Design rom_burst_reader, sky130hd; sources not shown.
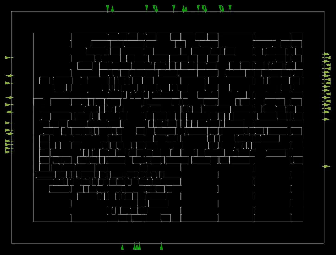
Figure 1: placement view.
Fill cells: 739
Post-Route Utilization: 0.409
final cell count without fillers: 398
Tap Cells: 98
row count: 26

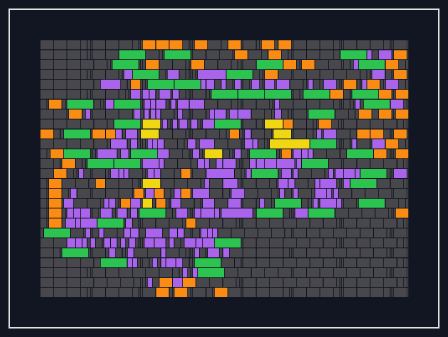
Figure 2: cells colored by class.
Fill, decap, tap and diode cells in gray.
Key: purple = all other logic [cells 184, share of their area 42%]; orange = other buffers and delay cells [cells 63, share of their area 21%]; yellow = clock drivers and dummy loads [cells 8, share of their area 4.3%]; green = flip-flops [cells 45, share of their area 32%]
sequential portion of the cell area: 0.307
core box area: 0.00716 mm^2

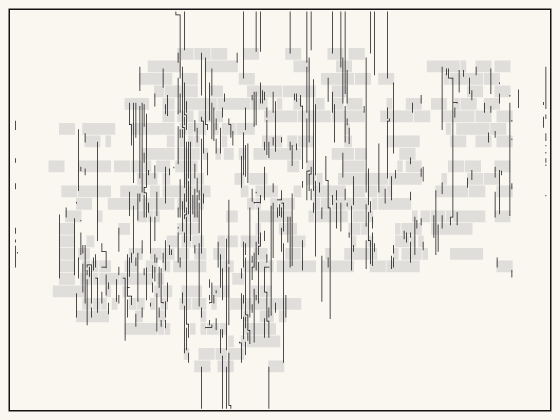
Figure 3: met2 routing.
Cells faint in the background.
The layer carries 2,180 um of wire. 265 nets have wire on it. The wires run mostly vertical. The layer holds 39% of the routed length. The longest straight run is 30.3 um.
DR vias: 1,851
drt total wl: 5620 um
met2 usage: 0.156

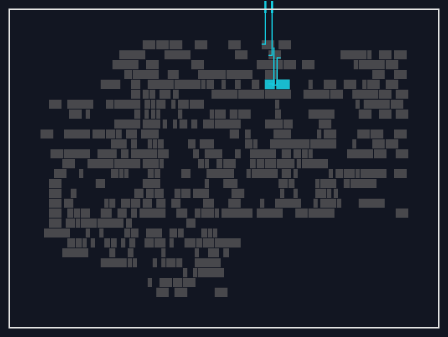
Figure 4: port wiring.
Key: cyan = sel [bits 2, direction input, end cells 2, buffers 2, wire 43.9 um]
PortBufs: 50
IO Count: 51

==> impl_metrics.ini <==
; implementation run metrics
[critical_path]
worstSetupStartpointType = primary input
cp-end-kind = flip-flop
worstSetupPathType = primary input to flip-flop

[layout]
regArea_um2 = 901
layout-drive-gt1-share = 0.123
diodes = 0
fin_nets = 334

[synth]
synth_area_mm2 = 0.00216
edf_count = 0
area_leaders = dfxtp_1 (42%), mux2i_1 (5.1%), nand2_1 (5.0%)
netlist_instances = 241
top_cell_area_share = 0.416
common_cells = dfxtp_1 (45), nand2_1 (29), nor2_1 (26)
ys.flop_type = dfxtp_1
yosysWarningCount = 6
topCombFamilyByArea = simple AND/OR/NAND/NOR gates

[clock_network]
cts.path.max_buffers = 2
postCtsSetupRepairBufs = 0
htree_num_levels = 2
cts_made_buffers = 5
clock_latency_ns = 0.30
cts_tree = yes
clockRootBuffer = clkbuf_8
cts_num_sinks = 45
postCtsResizedCells = 0

[final_timing]
slew_headroom = 0.561
hold_viol_final = 0
layout_min_cycle_time_ns = 2.35
slew_viol_final = 0
setup_viol = 0

[grt]
grt_pass1_vias = 1801
grt_max_degree = 16
grt_overflow = 0
antenna_found_initial = 0
grt_use_total = 0.112
grt_pass1_wl_um = 9380

[pwr]
p_per_area_mw_per_mm2 = 578
power.share.clock = 0.323
peakVddDrop_mv = 0.287
swShare = 0.278

[run]
cap_viol_max_count = 0

[placement]
placed_cells = 390
dpl-instance-area_mm2 = 0.00281

[hold_path]
whs_path_depth = 2

[routing]
drt_iter0_drc = 86
ant_nets = 0

[status]
outcome = completed
[cells in the final DEF (no fill, tap or decap), types with 5 or more instances in the layout]
cell type        instances
nor2_1                  26
nor2b_1                  5
inv_1                    8
clkbuf_8                 6
clkdlybuf4s50_1         50
dfxtp_1                 45
a21oi_1                 15
ha_1                     5
mux2i_1                 11
buf_4                   13
nand3_1                 10
nand2_1                 29
o21ai_0                  5
nor3_1                  12
[per-layer routing]
metal / vias to the layer above / part of all wire / track usage
met5: - / 0 / 0
met4: 0 / 0.0060 / 0.0278
met3: 5 / 0.050 / 0.0343
met2: 41 / 0.39 / 0.156
met1: 831 / 0.56 / 0.162
li1: 974 / - / -
[power groups by stage]
stage	combinational [mW]	sequential [mW]	clock (mW)
finish	0.381	0.768	0.547
global route	0.420	0.776	0.590
CTS	0.384	0.767	0.560
detailed placement	0.383	0.782	0
global placement	0.383	0.783	0
floorplan	0.233	0.775	0
[per-stage QoR]
stage	hold WS, ns	util
final	0.494	0.409
after floorplan	0.459	-
after global placement	0.474	0.393
after CTS	0.498	0.409
after detailed placement	0.481	0.393
after global routing	0.532	0.409
[area by class of cell]
class | count | share of cell area
Multi-Input combinational cell | 176 | 0.395
Sequential cell | 45 | 0.307
Timing Repair Buffer | 63 | 0.204
Tap cell | 98 | 0.0418
Clock buffer | 6 | 0.0282
Clock inverter | 2 | 0.0128
Inverter | 8 | 0.0102
[cells by family after synthesis]
family	after synthesis
xor gates and xnor gates	5
AOI/OAI and AO/OA	46
and+or+nand+nor	109
adders and majority gates	5
muxes	11
DFF	45
buffers and inverters	20
[worst max-delay path, stage by stage]
cell             delay [ns]
clkdlybuf4s50_1        0.42
or4_1                  0.60
o21a_1                 0.36
nor2_1                 0.16
o21ai_0                0.16
a311oi_2               0.31
